===== config.mk =====
export PLATFORM = sky130hd
export DESIGN_NAME = gray_seq_ctrl
export DESIGN_NICKNAME = d
export VERILOG_FILES = /design/src/rtl/gray_seq_ctrl.sv
export SDC_FILE = /design/constraint.sdc
export NUM_CORES = 1
export LEC_CHECK = 0
export CAP_MARGIN = 20
export CORE_UTILIZATION = 50
export DETAILED_ROUTE_END_ITERATION = 6
export GPL_TIMING_DRIVEN = 0
export PLACE_DENSITY = 0.92
export SETUP_SLACK_MARGIN = 0.05
export SYNTH_ARGS = -nofsm -noshare
export SYNTH_HDL_FRONTEND = slang
export SYNTH_SLANG_ARGS = --single-unit
export TNS_END_PERCENT = 1

===== constraint.sdc =====
create_clock -name clk -period 3.9 [get_ports clk]
set_input_delay 0.975 -clock clk [delete_from_list [all_inputs] [get_ports clk]]
set_output_delay 0.975 -clock clk [all_outputs]
set_load 0.02 [all_outputs]

===== src/rtl/gray_seq_ctrl.sv =====
// Sequencer for the binary-to-Gray datapath. It steps a binary index up or down and presents each binary/Gray pair.
// Latency: the first code is valid 1 clk after an accepted start. After that it emits one code per clk while out_ready is held high.
// Backpressure: while out_ready is low, out_valid/out_two/out_gray hold. It can stall indefinitely.
//
// Ports:
//   clk, rst (async active-low)              clock and reset
//   start, abort                             command inputs (start sampled in IDLE only)
//   cfg_dir, cfg_start, cfg_len              sequence configuration, latched on an accepted start
//   out_ready / out_valid, out_two, out_gray output code stream
//   busy, done                               status: busy in RUN, 1-cycle done after the last transfer
module gray_seq_ctrl #(
  parameter int WIDTH = 3
) (
  input  logic             clk,
  input  logic             rst,
  input  logic             start,
  input  logic             abort,
  input  logic             cfg_dir,
  input  logic [WIDTH-1:0] cfg_start,
  input  logic [WIDTH:0]   cfg_len,
  input  logic             out_ready,
  output logic             out_valid,
  output logic [WIDTH-1:0] out_two,
  output logic [WIDTH-1:0] out_gray,
  output logic             busy,
  output logic             done
);

  typedef enum logic [1:0] {
    ST_IDLE = 2'd0,
    ST_RUN  = 2'd1,
    ST_DONE = 2'd2
  } state_e;

  localparam logic [WIDTH:0]   REM_ONE  = {{WIDTH{1'b0}}, 1'b1};
  localparam logic [WIDTH:0]   REM_ZERO = '0;
  localparam logic [WIDTH-1:0] STEP     = {{(WIDTH-1){1'b0}}, 1'b1};

  state_e           state_q, state_d;
  logic [WIDTH-1:0] two_q, two_d;
  logic [WIDTH-1:0] gray_q, gray_d;
  logic [WIDTH:0]   rem_q, rem_d;
  logic             dir_q, dir_d;

  logic             accept_start;
  logic             xfer;
  logic [WIDTH-1:0] two_step;

  function automatic logic [WIDTH-1:0] to_gray(input logic [WIDTH-1:0] b);
    return b ^ (b >> 1);
  endfunction

  assign accept_start = (state_q == ST_IDLE) && start && (cfg_len != REM_ZERO);
  assign xfer         = (state_q == ST_RUN) && out_ready;
  // Wraps modulo 2^WIDTH naturally through the fixed-width add/subtract.
  assign two_step     = dir_q ? (two_q - STEP) : (two_q + STEP);

  // State and datapath registers
  always_ff @(posedge clk or negedge rst) begin
    if (!rst) begin
      state_q <= ST_IDLE;
      two_q   <= '0;
      gray_q  <= '0;
      rem_q   <= '0;
      dir_q   <= 1'b0;
    end else begin
      state_q <= state_d;
      two_q   <= two_d;
      gray_q  <= gray_d;
      rem_q   <= rem_d;
      dir_q   <= dir_d;
    end
  end

  // Next-state logic. Abort takes priority over start and over the final transfer.
  always_comb begin
    state_d = state_q;
    two_d   = two_q;
    gray_d  = gray_q;
    rem_d   = rem_q;
    dir_d   = dir_q;

    if (abort) begin
      state_d = ST_IDLE;
      rem_d   = '0;
    end else begin
      unique case (state_q)
        ST_IDLE: begin
          if (accept_start) begin
            state_d = ST_RUN;
            two_d   = cfg_start;
            gray_d  = to_gray(cfg_start);
            rem_d   = cfg_len;
            dir_d   = cfg_dir;
          end
        end
        ST_RUN: begin
          if (xfer) begin
            if (rem_q == REM_ONE) begin
              // The last code stays on out_two/out_gray after the run ends.
              state_d = ST_DONE;
              rem_d   = '0;
            end else begin
              rem_d   = rem_q - REM_ONE;
              two_d   = two_step;
              gray_d  = to_gray(two_step);
            end
          end
        end
        ST_DONE: begin
          state_d = ST_IDLE;
        end
        default: begin
          state_d = ST_IDLE;
        end
      endcase
    end
  end

  // Output decode
  always_comb begin
    out_valid = (state_q == ST_RUN);
    busy      = (state_q == ST_RUN);
    done      = (state_q == ST_DONE);
    out_two   = two_q;
    out_gray  = gray_q;
  end

endmodule


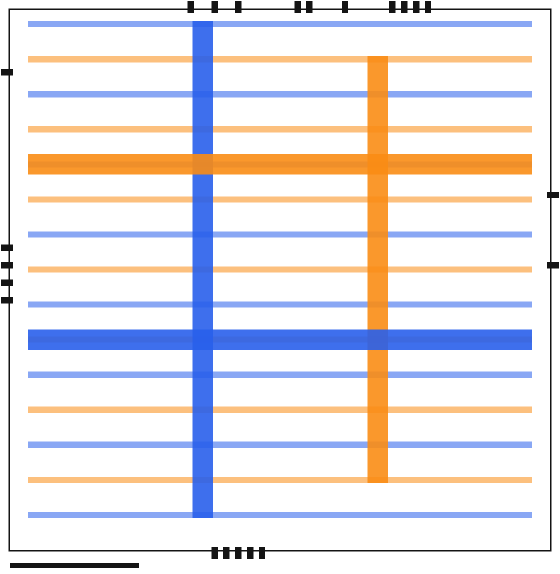
Run 1: PDN straps and rails
Scale bar: 10 microns. Pins as bars on the die edge.
legend:
  blue:
    net: VSS
  orange:
    net: VDD
met1 rails: 15
signal pins: 22
met5 straps: 2
rows: 14
met4 straps: 2

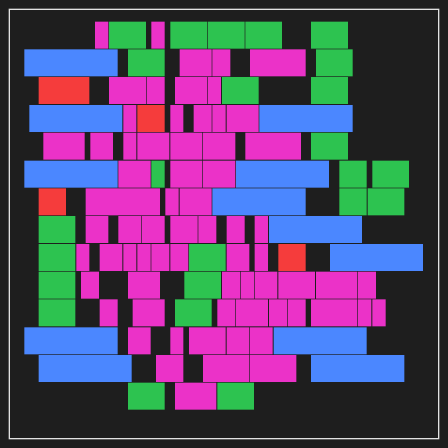
Run 1: placement by cell class
legend:
  red:
    class: clock drivers and dummy loads
    cells: 4
    share_of_their_area: 3.5%
  green:
    class: remaining buffers and delay cells
    cells: 24
    share_of_their_area: 22%
  magenta:
    class: combinational and other logic
    cells: 68
    share_of_their_area: 46%
  blue:
    class: sequential cells
    cells: 12
    share_of_their_area: 29%

==> flow_summary.yaml, run 1 <==
# flow metrics
detailed_routing:
  postRouteWirelength_mm: 1.60
  viasPerCell: 5.33
  met2_length_microns: 821
  drc: 0
  m1WireLength_microns: 699
  drt_iter0_drc: 10
synthesis:
  netlist_instances: 83
  common_cells: "dfrtp_1, inv_1"
  ys_warn_count: 0
  ys_cells: 83
  synthAdderAreaFrac_pct: 5.66
  top_area_cell: "dfrtp_1"
  ys_chip_area_sq_um: 796
  synthMuxAreaShare_pct: 10.4
  async_reset_ff_share_pct: 100
  yosysUniqueCellTypes: 31
  synth_top_flop_cell: "dfrtp_1"
  postSynthSeqShare_pct: 37.7
  synth-simple-area-share_pct: 14.5
  synth_nets: 99
placement:
  gp_congestion: 0.802
  dpl_cell_area_sq_um: 1030
  place_worst_setup_slack_ns: 1.28
sta:
  fin_ws_ns: 1.13
  relSlewSlack_pct: 63.9
  finalCritPeriodShare_pct: 71.2
  hold_slack_ns: 0.518
  setup_tns_ns: 0
  rsz0062_at_grt: "false"
worst_hold_path:
  min_from: "out_gray[0]$_DFFE_PN0P_"
  whs_endpoint: "out_gray[0]$_DFFE_PN0P_"
  holdCritPathClass: "reg -> reg"
  holdPathStages: 1
floorplan:
  rows: 14
  die_h_microns: 41.9
  die_area_sq_um: 1760
  boundaryPins: 22
final_layout:
  comb_cells: 59
  fin_cells: 124
  top_register: "rem_q"
  seq_area_sq_um: 300
  drive_gt1_share_pct: 13.9
  comb-cell-share_pct: 41.7
  flops: 12
  antenna_cells: 0
  largest_register_ff_count: 4
  seq_share_pct: 28.3
  mostFrequentLayoutCells: "clkdlybuf4s50_1, dfrtp_1, inv_1"
  nNetsFinal: 125
global_routing:
  grt-ovfl-total: 0
  use_met3_pct: 5.65
  grt_pass1_wl_mm: 2.81
  antenna_found_initial: 0
critical_path:
  critPathKind: "reg -> out"
  path_buffers: 3
  cp_max_fo: 9
  critical_path.top_delay_family: "buffers and inverters"
  worstPathArrival_ns: 1.80
  timing.rr.start: "out_two[0]$_DFFE_PN0P_"
  crit_path_end: "out_valid"
  r2r_slack_ns: 2.01
  max_stage_delay_ns: 0.58
power:
  ir_drop_uv: 330
  p_leak_nw: 0.447
  maxPowerGroup: "combinational cells"
  cellPowerDensity_nw_per_um2: 511
  p_sw_mw: 0.190
clock_network:
  cts_tree: "yes"
  h-tree-depth: 1
  cts-resized-gates: 0
  cts_setup_buffers: 0
flow_run:
  drv_cap: 0
status:
  status: "finished, final reports clean"
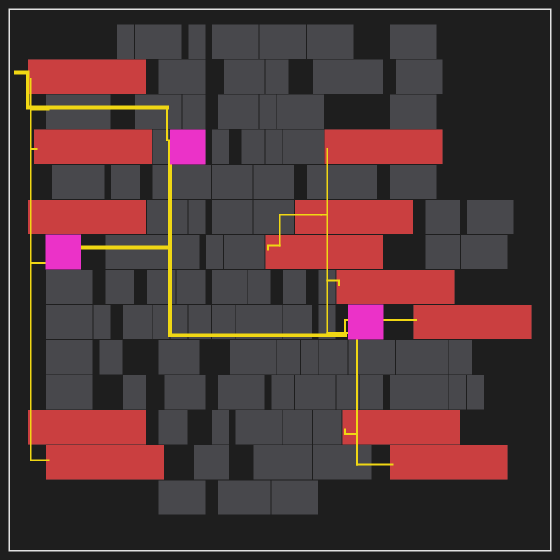
Run 1: clock distribution
legend:
  magenta:
    item: clock drivers
    count: 3
  red:
    item: flip-flops
    count: 12
  yellow:
    item: clock wires
    length: 138 microns
routed clock nets: 4
clock latency on the worst-skew pair: 0.28 ns
clock network power: 0.0976 mW
Clock Skew: 0.00396 ns
clock share of power: 18.0%

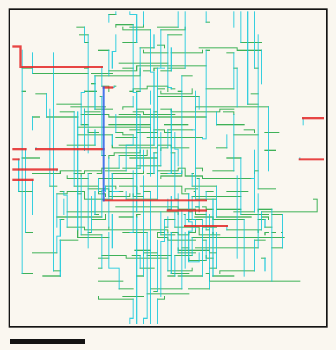
Run 1: routed metal, one colour a layer
Scale bar: 10 microns.
legend:
  red:
    layer: metal 3
    wire_length: 65.0 microns
  blue:
    layer: metal 4
    wire_length: 15.0 microns
  cyan:
    layer: metal 2
    wire_length: 821 microns
  green:
    layer: metal 1
    wire_length: 700 microns
Avg WL per Cell: 12.9 microns
via count: 661

Run 1, routing congestion:
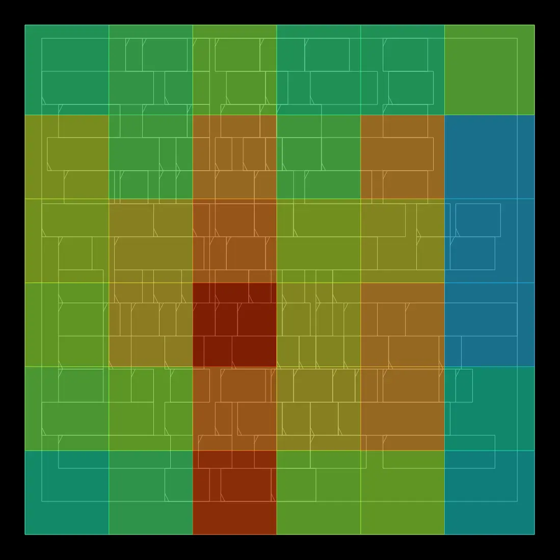

==> run 1 -> run 2 <==
CORE_UTILIZATION = 46   (was 50)
PLACE_DENSITY = 0.86   (was 0.92)
clock period = 2.8 ns   (was 3.9 ns; I/O delays follow)
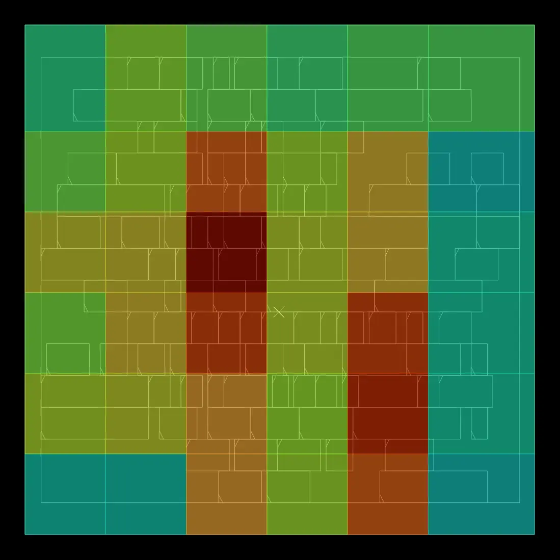
Run 2: routing congestion
Avg WL per Cell: 13.7 microns
met2 Use GR: 34.3%
global routing usage on met3: 5.00%

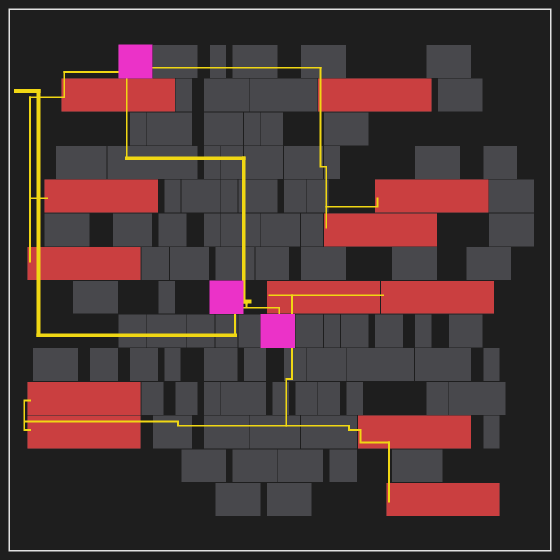
Run 2: clock distribution
legend:
  yellow:
    item: clock wires
    length: 194 microns
  magenta:
    item: clock drivers
    count: 3
  red:
    item: flip-flops
    count: 12
flops lie: widely spread
clock latency on the worst-skew pair: 0.27 ns
clock share of power: 14.8%

==> flow_summary.yaml, run 2 <==
# flow metrics
placement:
  place_worst_setup_slack_ns: 0.460
  dp.cells: 120
  portBuffers: 21
  dpl_cell_area_sq_um: 1030
  gp_congestion: 0.795
sta:
  min_period_ns: 2.50
  hold_slack_ns: 0.528
  relSlewSlack_pct: 63.3
  hold_viol_final: 0
  fin_ws_ns: 0.296
  rsz0062_at_grt: "false"
  worst_pin_slew_ns: 0.548
  finalCritPeriodShare_pct: 89.4
  setup_viol: 0
  clock_skew_ns: 0.00376
  slew_viol_final: 0
  setup_tns_ns: 0
power:
  maxPowerGroup: "combinational cells"
  cellPowerDensity_nw_per_um2: 696
  p_sw_mw: 0.268
  p_int_mw: 0.462
  p_leak_nw: 0.440
  ir_drop_uv: 467
  comb_power_share_pct: 51.4
  pg_clk_mw: 0.108
synthesis:
  ys_chip_area_sq_um: 796
  ys_cells: 83
  synth_nets: 99
  synthMuxAreaShare_pct: 10.4
  ys_warn_count: 0
  yosysUniqueCellTypes: 31
  synthAdderAreaFrac_pct: 5.66
  xor_share_pct: 7.70
  synth_top_flop_cell: "dfrtp_1"
  common_cells: "dfrtp_1, inv_1"
  synth_flop_count: 12
  netlist_instances: 83
  top_area_cell: "dfrtp_1"
  async_reset_ff_share_pct: 100
  edf_count: 0
  synth_area_sq_um: 796
  synth-simple-area-share_pct: 14.5
  top_cell_area_share_pct: 37.7
  synthAoiAreaFrac_pct: 17.5
  postSynthSeqShare_pct: 37.7
  top_cells_by_area: "dfrtp_1, xnor2_1, o22ai_1"
final_layout:
  nNetsFinal: 125
  seq_area_sq_um: 300
  comb_cells: 59
  top_register: "rem_q"
  seq_share_pct: 28.6
  fin_cells: 123
  n_fill_cell: 126
  inverters: 9
  mostFrequentLayoutCells: "clkdlybuf4s50_1, dfrtp_1, inv_1"
  comb-cell-share_pct: 42.2
  antenna_cells: 0
  drive_gt1_share_pct: 13.1
  flops: 12
  largest_register_ff_count: 4
  dominant_cells: "logic gates"
critical_path:
  cp.depth: 4
  r2r_slack_ns: 0.90
  cp_max_fo: 9
  critical_path.top_delay_family: "buffers and inverters"
  path_buffers: 3
  start_kind: "flip-flop"
  crit_path_end: "out_valid"
  critPathKind: "reg -> out"
  reg2reg_to: "out_gray[1]$_DFFE_PN0P_"
  r2r.worst_path.cells: 6
  worstPathArrival_ns: 1.80
  timing.rr.start: "out_two[0]$_DFFE_PN0P_"
  max_stage_delay_ns: 0.58
  required_ns: 2.10
detailed_routing:
  postRouteWirelength_mm: 1.69
  met2_length_microns: 826
  drt_iter0_drc: 12
  num_vias: 667
  drc: 2
  viasPerCell: 5.42
  m1WireLength_microns: 762
flow_run:
  drv_cap: 0
clock_network:
  cts_made_buffers: 3
  cts_setup_buffers: 0
  h-tree-depth: 1
  cts-resized-gates: 0
  cts_tree: "yes"
  clk_pin_slew_ns: 0.08
global_routing:
  grt-ovfl-total: 0
  groute.usage.overall_pct: 21.5
  grt_pass1_wl_mm: 2.93
  antenna_found_initial: 0
status:
  status: "finished, violations left"
  violations: "DRC"
floorplan:
  boundaryPins: 22
  core-area_sq_um: 1560
  die_area_sq_um: 1900
  fp.dieW_microns: 43.6
  rows: 14
  die_h_microns: 43.6
  nWellTaps: 16
worst_hold_path:
  holdCritPathClass: "reg -> reg"
  whs_endpoint: "out_gray[0]$_DFFE_PN0P_"
  holdPathStages: 1
  min_from: "out_gray[0]$_DFFE_PN0P_"
Power figures rest on the tool's default switching activity, not on a simulated workload.
